$ cat src/rtl/led_btn_pkg.sv
// Shared constants and helpers for the push-button LED controller.
package led_btn_pkg;

  // Default timing at the 1 MHz board clock.
  localparam int unsigned DefDbCycles   = 10000;
  localparam int unsigned DefHoldCycles = 1000000;
  localparam int unsigned DefBlinkHalf  = 250000;

  typedef enum logic {
    MODE_STEADY = 1'b0,
    MODE_BLINK  = 1'b1
  } mode_e;

  // Bits needed to hold any value in 0..max_val.
  function automatic int unsigned cnt_width(input int unsigned max_val);
    return (max_val < 1) ? 1 : $clog2(max_val + 1);
  endfunction

endpackage

$ cat src/rtl/btn_debounce.sv
// One button channel: 2-FF synchroniser, optional inversion, debounce counter
// and a registered press strobe.
module btn_debounce
  import led_btn_pkg::*;
#(
  parameter int unsigned DB_CYCLES      = DefDbCycles,
  parameter bit          BTN_ACTIVE_LOW = 1'b1
) (
  input  logic clk,
  input  logic reset,
  input  logic btn,
  output logic btn_db,
  output logic press_pulse
);

  localparam int unsigned     CntW    = cnt_width(DB_CYCLES);
  localparam logic [CntW-1:0] CntLast = CntW'(DB_CYCLES - 1);
  localparam logic            BtnIdle = BTN_ACTIVE_LOW;

  logic [1:0]      sync_q;
  logic            pressed;
  logic [CntW-1:0] cnt_q;
  logic            db_q;
  logic            db_prev_q;
  logic            pulse_q;

  assign pressed = sync_q[1] ^ BtnIdle;

  // Sync flops reset to the released pin level so a button held through reset
  // still needs the full sync + debounce time to register.
  always_ff @(posedge clk) begin
    if (reset) begin
      sync_q    <= {2{BtnIdle}};
      cnt_q     <= '0;
      db_q      <= 1'b0;
      db_prev_q <= 1'b0;
      pulse_q   <= 1'b0;
    end else begin
      sync_q    <= {sync_q[0], btn};
      db_prev_q <= db_q;
      pulse_q   <= db_q & ~db_prev_q;
      if (pressed == db_q) begin
        cnt_q <= '0;
      end else if (cnt_q == CntLast) begin
        db_q  <= pressed;
        cnt_q <= '0;
      end else begin
        cnt_q <= cnt_q + CntW'(1);
      end
    end
  end

  assign btn_db      = db_q;
  assign press_pulse = pulse_q;

endmodule

$ cat src/rtl/led_btn_ctrl.sv
// N-channel push-button LED toggler. Define LED_BLINK_EN to add long-press
// steady/blink mode switching with a shared blink prescaler.
module led_btn_ctrl
  import led_btn_pkg::*;
#(
  parameter int unsigned       NUM_CH         = 4,
  parameter int unsigned       DB_CYCLES      = DefDbCycles,
  parameter int unsigned       HOLD_CYCLES    = DefHoldCycles,
  parameter int unsigned       BLINK_HALF     = DefBlinkHalf,
  parameter bit                BTN_ACTIVE_LOW = 1'b1,
  parameter logic [NUM_CH-1:0] LED_RST_VAL    = {NUM_CH{1'b1}}
) (
  input  logic              clk,
  input  logic              reset,
  input  logic [NUM_CH-1:0] btn,
  output logic [NUM_CH-1:0] led,
  output logic [NUM_CH-1:0] btn_db,
  output logic [NUM_CH-1:0] press_pulse,
  output logic [NUM_CH-1:0] blink_mode
);

  if (DB_CYCLES < 1 || HOLD_CYCLES < 1 || BLINK_HALF < 1) begin : g_bad_timing
    $error("led_btn_ctrl: timing parameters must be >= 1");
  end

  logic [NUM_CH-1:0] db;
  logic [NUM_CH-1:0] pulse;
  logic [NUM_CH-1:0] led_flip;
  logic [NUM_CH-1:0] led_q;

  for (genvar i = 0; i < NUM_CH; i++) begin : g_ch
    btn_debounce #(
      .DB_CYCLES      (DB_CYCLES),
      .BTN_ACTIVE_LOW (BTN_ACTIVE_LOW)
    ) u_debounce (
      .clk         (clk),
      .reset       (reset),
      .btn         (btn[i]),
      .btn_db      (db[i]),
      .press_pulse (pulse[i])
    );
  end

`ifdef LED_BLINK_EN
  localparam int unsigned      HoldW   = cnt_width(HOLD_CYCLES);
  localparam int unsigned      PreW    = cnt_width(BLINK_HALF);
  localparam logic [HoldW-1:0] HoldMax = HoldW'(HOLD_CYCLES);
  localparam logic [PreW-1:0]  PreLast = PreW'(BLINK_HALF - 1);

  logic [PreW-1:0]   pre_q;
  logic              blink_tick;
  logic [HoldW-1:0]  hold_q [NUM_CH];
  logic [NUM_CH-1:0] fired_q;
  mode_e             mode_q [NUM_CH];
  logic [NUM_CH-1:0] blink_mask;

  assign blink_tick = (pre_q == PreLast);

  always_ff @(posedge clk) begin
    if (reset || blink_tick) begin
      pre_q <= '0;
    end else begin
      pre_q <= pre_q + PreW'(1);
    end
  end

  // Hold count saturates; fired blocks re-trigger until the button is released.
  always_ff @(posedge clk) begin
    for (int i = 0; i < NUM_CH; i++) begin
      if (reset) begin
        hold_q[i]  <= '0;
        fired_q[i] <= 1'b0;
        mode_q[i]  <= MODE_STEADY;
      end else if (!db[i]) begin
        hold_q[i]  <= '0;
        fired_q[i] <= 1'b0;
      end else if (hold_q[i] != HoldMax) begin
        hold_q[i] <= hold_q[i] + HoldW'(1);
      end else if (!fired_q[i]) begin
        fired_q[i] <= 1'b1;
        mode_q[i]  <= (mode_q[i] == MODE_BLINK) ? MODE_STEADY : MODE_BLINK;
      end
    end
  end

  always_comb begin
    blink_mask = '0;
    for (int i = 0; i < NUM_CH; i++) begin
      blink_mask[i] = (mode_q[i] == MODE_BLINK);
    end
  end

  // OR, not XOR: a press coinciding with a blink tick inverts only once.
  assign led_flip   = pulse | (blink_tick ? blink_mask : '0);
  assign blink_mode = blink_mask;
`else
  assign led_flip   = pulse;
  assign blink_mode = '0;
`endif

  always_ff @(posedge clk) begin
    if (reset) begin
      led_q <= LED_RST_VAL;
    end else begin
      led_q <= led_q ^ led_flip;
    end
  end

  assign led         = led_q;
  assign btn_db      = db;
  assign press_pulse = pulse;

endmodule

$ cat config.mk
export PLATFORM = sky130hd
export DESIGN_NAME = led_btn_ctrl
export DESIGN_NICKNAME = d
export VERILOG_FILES = /design/src/rtl/led_btn_pkg.sv /design/src/rtl/btn_debounce.sv /design/src/rtl/led_btn_ctrl.sv
export SDC_FILE = /design/constraint.sdc
export NUM_CORES = 1
export LEC_CHECK = 0
export ABC_CLOCK_PERIOD_IN_PS = 1600
export CORE_MARGIN = 2
export CORE_UTILIZATION = 50
export CTS_CLUSTER_SIZE = 25
export DETAILED_ROUTE_END_ITERATION = 12
export PLACE_DENSITY = 0.72
export SYNTH_ARGS = -nofsm -noshare
export SYNTH_HDL_FRONTEND = slang
export SYNTH_SLANG_ARGS = --single-unit
$ cat constraint.sdc
create_clock -name clk -period 1.6 [get_ports clk]
set_input_delay 0.32 -clock clk [delete_from_list [all_inputs] [get_ports clk]]
set_output_delay 0.32 -clock clk [all_outputs]
set_load 0.02 [all_outputs]
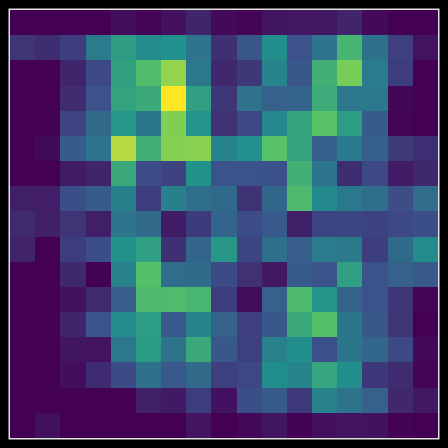
run_1/wire_density.png
17 x 17 tiles, from dark purple (low) to yellow (high), scaled to the fullest tile. Values are wire area over tile area, all layers added.
densest ninth of the die	north
tiles over half the peak	16%
nearly empty tiles	18%
emptiest ninth of the die	south-west
fullest tile	0.45

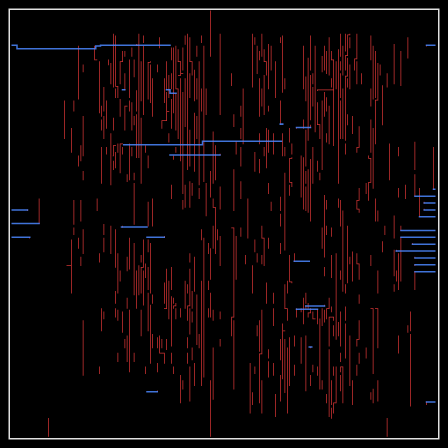
run_1/metal_stack.png
Two of the layers only.
layer	color	wire length
met3	blue	165 um
met2	red	2420 um

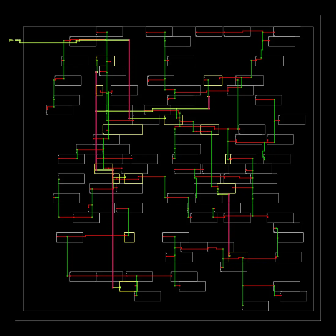
run_1/final_clocks.png
Sinks on Clock Net: 80
Num CTS Buffers: 9
clock network power: 1.37 mW
flip-flops: 80

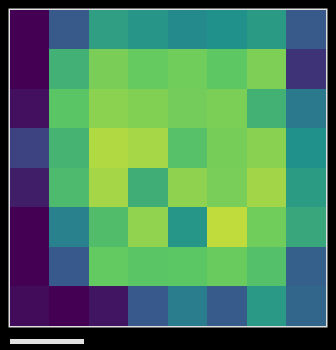
run_1/density.png
The bar under the picture is 20 um long. 8 x 8 tiles, from dark purple (low) to yellow (high), 0 to 100% covered.
nearly empty tiles	7.8%
mean over tiles	54%
emptiest ninth of the die	south-west
densest ninth of the die	center

==> CHANGELOG.md, run 1 <==
### Physical design

- Routed vias: 2341
- Clock-pin transition on the worst setup and hold timing paths: 0.08 ns
- Crit path launch: g_ch[1].u_debounce.cnt_q[7]
- DRC viols: 0
- FP Util: 51.5%
- Power per cell area: 869 mW/mm^2
- Slew Viols, Final: 0
- Cell area leaders: dfxtp_1 (49%), xnor2_1 (10%), nor2_1 (7.8%)
- Pre-CTS setup slack: -0.0649 ns
- Dpl hpwl: 3740 um
- Tool warnings: 27
- Overall power: 3.46 mW
- Max IR drop VDD: 0.000529 V
- Yosys cell types: 26
- FMAX: 646 MHz
- Die Span X: 84.8 um
- Ys cells: 348
- Via density: 4.88
- Core area: 0.00635 mm^2
- Clock Root Buffer: clkbuf_8
- Avg Synthesized Cell Area: 9.39 um^2
- CTS tree: built
- First-pass iteration count of the detailed router: 4
- Clock Tree Buf Depth: 2
- RSZ-0062 raised after global routing: true
- Cell type with the largest total area: dfxtp_1
- GP Congestion: 0.787
- Chip area: 0.00720 mm^2
- Pin count of the biggest net entering global routing: 15
- Area added between synthesis and finish: 21.9%
- Final Hold Fails: 0
- Placed cell areas: 0.00370 mm^2
- Design area: 0.00398 mm^2
- Post-route clock period utilization: 96.7%
- Setup TNS Final: 0 ns
- GRT Util Overall: 15.6%
- Cells after synthesis: 348
- FF+latch count, synth: 80
- Mapped Area: 0.00327 mm^2
- Critical Path RT: 1.84 ns
- RR Startpoint: g_ch[1].u_debounce.cnt_q[7]
- Final WL: 5350 um
- Crit path max-delay cell type: or4b_4
- DR iter-0 viols: 50
- Critical path arrival: 1.79 ns
- Worst hold start: g_ch[2].u_debounce.db_prev_q
- Post-route setup slack: 0.0521 ns
- First-pass GRT wire length: 9080 um
- Row cnt: 29
- DR WL/cell: 11.1 um
- Final Critical Period: 1.55 ns
- Vias in the first global route: 2153
- Worst-path cell chain: or4b_4, nor4_4, or3_4, buf_6, nor2_1
- CP Launch Type: flop
- # Post-CTS Setup Buffers: 0
- Initial antenna violation count: 0
- DRT antenna net count: 0
- Clk_skew: 0.00986 ns
- Setup CP Type: reg -> reg
- Yosys synthesis warning count: 0
- Yosys stat area: 0.00327 mm^2
- CP max stage delay: 0.54 ns
- Die height: 84.8 um
- Share of layout cells above drive strength 1: 22.8%
- IO Port Bufs: 17
- Num ports: 22
- Ant. Diodes: 0
- Max cap viols: 0
- H-tree Lvls: 3
- Final net count: 410
- # hold bufs at CTS: 0
- Leakage: 1.37 nW
- Outcome: finished, final reports clean
- CP endpoint kind: flop
- Sequential area share after synthesis: 49.0%
- Max-area cell share: 49.0%
- GRT overflow: 0
- Hold Crit Class: reg -> reg
- Crit path max fanout: 7
- Skew-Pair Late Insertion Delay: 0.34 ns
- Finish-stage setup viols: 0
run 1: power breakdown:
group	switching (mW)	internal, mW	total (mW)
registers	0.00578	2.00	2.01
logic	0.0410	0.0412	0.0822
clock network	0.672	0.699	1.37
run 1: stage by stage:
step                instances  utilization [%]  hold WS (ns)
floorplan                 351                -         0.367
global placement          465             58.2         0.372
detailed placement        465             58.2         0.376
CTS                       479             61.1         0.385
global route              480             62.7         0.396
finish                    480             62.7         0.379
run 1: cell usage in the layout, fill, tap and decap left out, types with 8 or more instances in the layout:
cell type      synthesis  final
buf_4                 13     37
clkbuf_8               0      9
dfxtp_1               80     78
dlygate4sd2_1          0     12
inv_1                 12     12
nand2_1               13     13
nand3_1               13     10
nand4_1               14     14
nor2_1                68     60
nor2_2                 2      9
nor2b_1                8      8
nor3_1                15     15
or2_2                  8      8
xnor2_1               39     39
xor2_1                17     17
run 1: worst paths after layout:
check             slack, ns                              to  depth (start not counted)
setup / recovery       0.05    g_ch[1].u_debounce.cnt_q[13]                          5
hold / removal         0.38  g_ch[2].u_debounce.press_pulse                          1
setup reg to reg       0.05    g_ch[1].u_debounce.cnt_q[13]                          5
hold reg to reg        0.38  g_ch[2].u_debounce.press_pulse                          1
run 1: repair_timing:
item	CTS	global route
pin swaps	0	5
gates cloned	0	1
setup endpoints to repair	36	59
gates resized	15	29
run 1: worst max-delay path, delay by kind of cell (launching register included):
kind,cells,cell delay [ns]
buffers and inverters,1,0.12
AND/OR/NAND/NOR,4,1.00
flip-flops,1,0.32
run 1: cells by family (layout without fill, tap and decap cells):
family / count (synthesis) / in the layout / synth area share (%)
and+or+nand+nor: 169 / 169 / 26.5
DFF: 80 / 80 / 49.0
xor gates and xnor gates: 56 / 56 / 15.0
buffers and inverters: 34 / 86 / 6.89
adders and majority gates: 4 / 4 / 1.53
AOI/OAI and AO/OA: 4 / 4 / 0.919
other: 1 / 4 / 0.115
run 1: sequential cells by signal, summed over array words and instances (netlist names):
signal,cells
g_ch.u_debounce.btn_db,4
g_ch.u_debounce.db_prev_q,4
g_ch.u_debounce.sync_q,8
g_ch.u_debounce.cnt_q,56
led,4
g_ch.u_debounce.press_pulse,4
run 1: final cells by class:
cell class / count / area (um^2)
Clock inverter: 4 / 47.5
Inverter: 12 / 45.0
Fill cell: 521 / 2370
Multi-Input combinational cell: 237 / 1560
Sequential cell: 80 / 1600
Clock buffer: 10 / 128
Tap cell: 77 / 96.3
Timing Repair Buffer: 60 / 504
run 1: Yosys cell counts (all sizes together):
library cell / instances
dfxtp: 80
nor2: 70
xnor2: 39
buf: 20
xor2: 17
nor3: 15
nand4: 14
nand2: 13
nand3: 13
inv: 12
nor4: 9
nor2b: 8
or2: 8
or3: 8
a211oi: 4
ha: 4
nand2b: 4
or4b: 4
and4: 3
clkbuf: 2
conb: 1
run 1: layer usage:
layer	vias up	track usage (%)	wire length (um)
met5	-	0	0
met4	0	8.23	102
met3	12	3.79	164
met2	34	24.4	2420
met1	1067	20.0	2660
li1	1228	-	-
==> run 2: changes to the inputs <==
- SETUP_SLACK_MARGIN: default -> 0.5
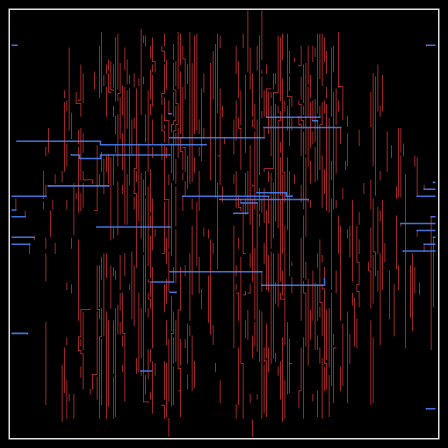
run_2/metal_stack.png
Two of the layers only.
layer	color	wire length
met2	red	4120 um
met3	blue	269 um

==> run 2 against run 1 <==
Via count up 8.7%. Utilization up 10 points. Clock power up 17%. Synthesized area unchanged. Die size unchanged. Global-route usage up 1.9 points. Synthesized cell count unchanged. Register-to-register slack worse by 0.05 ns. Power up 7.4%. Clock skew down 0.0026 ns. Final area up 16%. First-iteration DRC count up 120%. Critical endpoint is now g_ch[3].u_debounce.cnt_q[10].
==> CHANGELOG.md, run 2 <==
### Physical design

- Largest register by flop count: g_ch.u_debounce.cnt_q
- Yosys synthesis warning count: 0 (unchanged)
- Num ports: 22 (unchanged)
- Die Span X: 84.8 um (unchanged)
- CP max stage delay: 0.54 ns (about the same)
- # hold bufs at CTS: 0 (unchanged)
- Cell area leaders: dfxtp_1 (49%), xnor2_1 (10%), nor2_1 (7.8%)
- Critical Path RT: 1.83 ns (about the same)
- Worst-path cell chain: or4b_4, nor4_4, or3_4, buf_12, nor2_4
- Chip area: 0.00720 mm^2 (unchanged)
- DRT antenna net count: 0 (unchanged)
- Placed cell areas: 0.00374 mm^2 (+1.2%)
- Ant. Diodes: 0 (unchanged)
- Crit path max fanout: 7 (unchanged)
- Core area: 0.00635 mm^2 (unchanged)
- Outcome: finished, final reports clean
- FP Util: 51.5% (unchanged)
- Row cnt: 29 (unchanged)
- Yosys cell types: 26 (unchanged)
- Dominant register cell: dfxtp_1
- Slew Viols, Final: 0 (unchanged)
- Clk_skew: 0.00727 ns (-0.00259 ns)
- Final net count: 426 (+3.9%)
- Number of flip-flops under the largest register name: 56 (unchanged)
- Finish-stage setup viols: 0 (unchanged)
- Via density: 5.11 (+4.7%)
- Most numerous logic cells after layout: dfxtp_1 (61), buf_4 (49), xnor2_1 (39)
- Fillers: 431 (-17%)
- Setup CP Type: reg -> reg
- Crit-path leading delay family: simple AND/OR/NAND/NOR gates
- Hold Worst Slack: 0.378 ns (-0.000577 ns)
- Max-area cell share: 49.0% (unchanged)
- CTS tree: built
- Dpl hpwl: 3950 um (+5.6%)
- Clock Root Buffer: clkbuf_8
- Die height: 84.8 um (unchanged)
- Critical path arrival: 1.83 ns (+0.04 ns)
- Pin count of the biggest net entering global routing: 15 (unchanged)
- Largest regs: g_ch.u_debounce.cnt_q (56), g_ch.u_debounce.sync_q (8)
- Ys cells: 348 (unchanged)
- Clock Tree Buf Depth: 2 (unchanged)
- Final Hold Fails: 0 (unchanged)
- Most numerous logic cell after layout: dfxtp_1
- Design area: 0.00464 mm^2 (+16%)
- Final Critical Period: 1.60 ns (+0.0517 ns)
- First-pass GRT wire length: 10200 um (+12%)
- IO Port Bufs: 17 (unchanged)
- Power per cell area: 802 mW/mm^2 (-7.7%)
- Final core occ: 73.0% (+10 points)
- Most frequent cells after synthesis: dfxtp_1 (80), nor2_1 (68), xnor2_1 (39), xor2_1 (17), nor3_1 (15)
- GRT overflow: 0 (unchanged)
- Hold Crit Class: reg -> reg
- Skew-Pair Late Insertion Delay: 0.35 ns (about the same)
- CP Launch Type: flop
- First-pass iteration count of the detailed router: 4 (unchanged)
- Overall power: 3.72 mW (+7.4%)
- CP endpoint kind: flop
- DR WL/cell: 14.7 um (+32%)
- Async SR Flop Fraction: 0% (unchanged)
- Tool warnings: 29 (+7.4%)
- DR iter-0 viols: 109 (+120%)
- Multi-input gate area: 0.00192 mm^2 (+23%)
- Clock-pin transition on the worst setup and hold timing paths: 0.08 ns (about the same)
- Mapped Area: 0.00327 mm^2 (unchanged)
- Leakage: 1.53 nW (+11%)
- Sinks on Clock Net: 80 (unchanged)
- Crit path max-delay cell type: or4b_4
- Max cap viols: 0 (unchanged)
- Avg Synthesized Cell Area: 9.39 um^2 (unchanged)
- Post-route clock period utilization: 100% (+3.2 points)
- Final WL: 7340 um (+37%)
- Area added between synthesis and finish: 41.9%
- GRT Util Overall: 17.5% (+1.9 points)
## run 2: worst paths after layout
path | startpoint | end | slack [ns] | cells after the start
worst max-delay path | g_ch[3].u_debounce.cnt_q[11] | g_ch[3].u_debounce.cnt_q[10] | 0.0004 | 5
worst min-delay path | g_ch[1].u_debounce.db_prev_q | g_ch[1].u_debounce.press_pulse | 0.38 | 1
worst max register to register | g_ch[3].u_debounce.cnt_q[11] | g_ch[3].u_debounce.cnt_q[10] | 0.0004 | 5
worst min register to register | g_ch[1].u_debounce.db_prev_q | g_ch[1].u_debounce.press_pulse | 0.38 | 1
## run 2: kinds of logic after synthesis
| family | count (synthesis) | share of synthesized area [%] |
|---|---|---|
| other | 1 | 0.115 |
| xor gates and xnor gates | 56 | 15.0 |
| buffers and inverters | 34 | 6.89 |
| adders and majority gates | 4 | 1.53 |
| AOI/OAI and AO/OA | 4 | 0.919 |
| and+or+nand+nor | 169 | 26.5 |
| DFF | 80 | 49.0 |
## run 2: worst reg2reg max path: stages, from the launching register on
cell and delay, ns:
dfxtp_2 0.33, or4b_4 0.54, nor4_4 0.20, or3_4 0.22
buf_12 0.15, nor2_4 0.04
## run 2: timing repair
action                                  CTS  global route
gates resized                           105           111
hold endpoints to repair                  0             0
gates cloned                              1             2
pin swaps                                12             5
buffers inserted                         12             5
endpoints found under the setup margin   80            80
## run 2: power by group
group | internal, mW | switching (mW)
sequential | 1.99 | 0.00768
clock | 0.922 | 0.676
combinational | 0.0574 | 0.0620
## run 2: per-stage QoR
stage	setup slack, ns	std cells	setup TNS (ns)
floorplan	0.0240	351	0
global placement	-0.00550	462	-0.0179
detailed placement	-0.0483	462	-1.07
CTS	0.0314	491	0
global route	-0.0599	498	-1.20
finish	0.000442	498	0
## run 2: area by class of cell
class / instances / share of cell area [%]
clock buffer: 13 / 3.21
tap: 77 / 2.08
clock inverter: 3 / 1.40
timing repair buffer: 76 / 15.7
inverter: 12 / 0.971
sequential: 80 / 35.3
multi-input combinational: 237 / 41.3
## run 2: metal layers
layer  vias to the layer above  share of wire (%)  global-route usage, %  wire, um
li1                       1269                  -                      -         -
met1                      1217                 39                   21.1      2880
met2                        48                 56                   30.6      4120
met3                        10                3.7                   6.13       268
met4                         0               0.98                   3.46        72
met5                         -                  0                      0         0
==> run 3: changes to the inputs <==
--- a/config.mk
+++ b/config.mk
@@ -13,3 +13,4 @@
 export PLACE_DENSITY = 0.72
-export SETUP_SLACK_MARGIN = 0.5
+export SETUP_SLACK_MARGIN = 0.2
+export SKIP_CTS_REPAIR_TIMING = 1
 export SYNTH_ARGS = -nofsm -noshare
--- a/constraint.sdc
+++ b/constraint.sdc
@@ -3,2 +3,2 @@
 set_output_delay 0.32 -clock clk [all_outputs]
-set_load 0.02 [all_outputs]
+set_load 0.05 [all_outputs]
==> run 3 against run 2 <==
The run now ends with negative setup slack left. Count of clock-buffer cells in the layout shrank 3. Fmax down 0.26%. Register-to-register slack about the same. Clock power decreased by 24%. Critical path depth is the same. Cell count fell by 2.8%. Synthesized area stayed put. Worst setup slack got worse by 0.0041 ns. Critical endpoint is now g_ch[3].u_debounce.btn_db. Highest routed layer unchanged.
==> CHANGELOG.md, run 3 <==
### Physical design

- Outcome: finished, violations left
- Failing checks: negative setup slack
- Largest regs: g_ch.u_debounce.cnt_q (56), g_ch.u_debounce.sync_q (8)
- Sinks on Clock Net: 80 (unchanged)
- Largest register by flop count: g_ch.u_debounce.cnt_q
- Setup CP Type: reg -> reg
- Most numerous logic cells after layout: dfxtp_1 (73), buf_4 (45), xnor2_1 (39)
- Tool warnings: 28 (-3.4%)
- Pre-CTS setup slack: -0.0130 ns (+0.0353 ns)
- Die height: 84.8 um (unchanged)
- Crit path max-delay cell type: or4b_4
- Final Hold Fails: 0 (unchanged)
- Via density: 5.02 (-1.7%)
- IO Port Bufs: 17 (unchanged)
- Crit-path leading delay family: simple AND/OR/NAND/NOR gates
- Max-area cell share: 49.0% (unchanged)
- Number of flip-flops under the largest register name: 56 (unchanged)
- Final Critical Period: 1.60 ns (+0.00412 ns)
- Ant. Diodes: 0 (unchanged)
- Worst path depth: 5 (unchanged)
- Dpl hpwl: 3750 um (-5.0%)
- Most frequent cells after synthesis: dfxtp_1 (80), nor2_1 (68), xnor2_1 (39), xor2_1 (17), nor3_1 (15)
- Clock Tree Buf Depth: 2 (unchanged)
- DRT antenna net count: 0 (unchanged)
- First-pass GRT wire length: 9530 um (-6.2%)
- Worst R2R Path Depth: 5 (unchanged)
- Hold-critical path endpoint: g_ch[2].u_debounce.press_pulse
- Num ports: 22 (unchanged)
- Crit path max fanout: 2 (-5)
- Cell type with the largest total area: dfxtp_1
- Clock-pin transition on the worst setup and hold timing paths: 0.07 ns (about the same)
- FP Util: 51.5% (unchanged)
- Mapped Area: 0.00327 mm^2 (unchanged)
- CP max stage delay: 0.54 ns (about the same)
- Leakage: 1.42 nW (-7.1%)
- Overall power: 3.35 mW (-9.9%)
- Dominant register cell: dfxtp_1
- Hold Crit Class: reg -> reg
- GP Congestion: 0.768
- First-pass iteration count of the detailed router: 4 (unchanged)
- Ys cells: 348 (unchanged)
- Most numerous logic cell after layout: dfxtp_1
- Share of layout cells above drive strength 1: 37.8%
- Skew-Pair Late Insertion Delay: 0.34 ns (about the same)
- GRT Util Overall: 16.2% (-1.3 points)
- Reg-to-Reg End: g_ch[3].u_debounce.btn_db
- Yosys synthesis warning count: 0 (unchanged)
- Critical path arrival: 1.86 ns (+0.03 ns)
- Finish-stage setup viols: 1 (+1)
- Pin count of the biggest net entering global routing: 15 (unchanged)
- Slew Viols, Final: 0 (unchanged)
- Yosys cell types: 26 (unchanged)
- Power per cell area: 773 mW/mm^2 (-3.6%)
- Core area: 0.00635 mm^2 (unchanged)
- Clock Root Buffer: clkbuf_8
- GRT overflow: 0 (unchanged)
- Row cnt: 29 (unchanged)
- Yosys stat area: 0.00327 mm^2
- RR Startpoint: g_ch[3].u_debounce.cnt_q[11]
- Flop2flop setup slack: -0.004 ns (about the same)
- Post-route clock period utilization: 100% (+0.26 points)
- Clk_skew: 0.00669 ns (-0.000583 ns)
- CP endpoint kind: flop
- H-tree Lvls: 3
- DR WL/cell: 12.9 um (-12%)
- Max cap viols: 0 (unchanged)
- Area added between synthesis and finish: 32.7%
- Chip area: 0.00720 mm^2 (unchanged)
- Die Span X: 84.8 um (unchanged)
- Final net count: 413 (-3.1%)
- Worst-path cell chain: or4b_4, nor4_4, buf_4, nor2_4, a211oi_2
- CP Launch Type: flop
- Worst hold start: g_ch[2].u_debounce.db_prev_q
- DR iter-0 viols: 62 (-43%)
- Buf/Inv on CP: 1
- Worst hold path depth: 1 (unchanged)
- Routed vias: 2430
- Cell area leaders: dfxtp_1 (49%), xnor2_1 (10%), nor2_1 (7.8%)
- CTS tree: built
- Hold Worst Slack: 0.383 ns (+0.00472 ns)
- Critical Path RT: 1.85 ns (+0.02 ns)
- Avg Synthesized Cell Area: 9.39 um^2 (unchanged)
- Final WL: 6250 um (-15%)
- Async SR Flop Fraction: 0% (unchanged)
- Post-route setup slack: -0.00368 ns (-0.00412 ns)
run 3: cell counts after synthesis:
Identical to the previous run, type by type.
run 3: per-layer routing:
metal	up-vias	global-route usage, %	routed length, um
li1	1244	-	-
met1	1139	20.7	2790
met2	36	25.8	3160
met3	11	3.40	183
met4	0	9.09	112
met5	-	0	0
run 3: where the power goes:
part | internal [mW] | switching, mW
clock network | 0.541 | 0.682
registers | 2.00 | 0.00628
logic | 0.0529 | 0.0664
run 3: worst max path at each step:
stage	slack, ns	from	end
after floorplan	0.02	g_ch[3].u_debounce.cnt_q[11]	g_ch[3].u_debounce.cnt_q[13]
after global placement	-0.003	reset	g_ch[3].u_debounce.cnt_q[12]
after detailed placement	-0.01	reset	g_ch[3].u_debounce.cnt_q[12]
after CTS	-0.01	g_ch[3].u_debounce.cnt_q[11]	g_ch[3].u_debounce.btn_db
after global routing	-0.05	g_ch[3].u_debounce.cnt_q[11]	g_ch[3].u_debounce.btn_db
final	-0.004	g_ch[3].u_debounce.cnt_q[11]	g_ch[3].u_debounce.btn_db
run 3: layout make-up:
| class | instances | area [um^2] |
|---|---|---|
| well taps | 77 | 96.3 |
| flip-flops and latches | 80 | 1610 |
| inverters | 12 | 45.0 |
| clock buffers | 10 | 128 |
| repair buffers | 63 | 619 |
| multi-input cells | 237 | 1810 |
| clock inverters | 5 | 25.0 |
| fillers | 460 | 2010 |
run 3: kinds of logic after synthesis:
group | after synthesis | synth area share, %
simple gates | 169 | 26.5
flops | 80 | 49.0
xor+xnor | 56 | 15.0
buf+inv | 34 | 6.89
compound gates | 4 | 0.919
fa+ha+maj | 4 | 1.53
other cells | 1 | 0.115
run 3: through the flow:
step                      std cells  util, %  TNS [ns]  cell area (um^2)
after detailed placement        461     59.1   -0.0160              3750
after floorplan                 351        -         0              3350
after CTS                       476     61.5   -0.0572              3910
final                           484     68.3  -0.00368              4340
after global placement          461     59.1   -0.0122              3750
after global routing            484     68.3    -0.206              4340
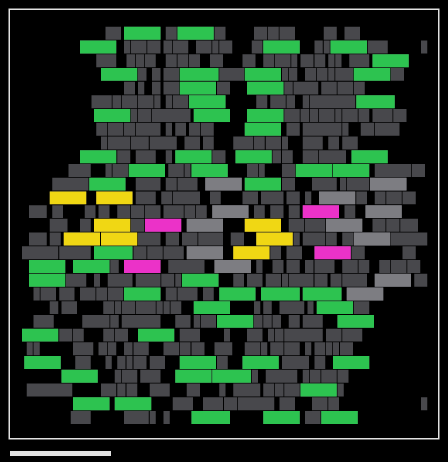
run_3/registers.png
The bar under the picture is 20 um long. Other sequential cells in the stronger gray, the rest of the logic in the fainter gray.
netlist name	color	placed flops
`g_ch.u_debounce.btn_db`	magenta	4
`g_ch.u_debounce.cnt_q`	green	56
`g_ch.u_debounce.sync_q`	yellow	8
not colored	12

Power figures rest on the tool's default switching activity, not on a simulated workload.
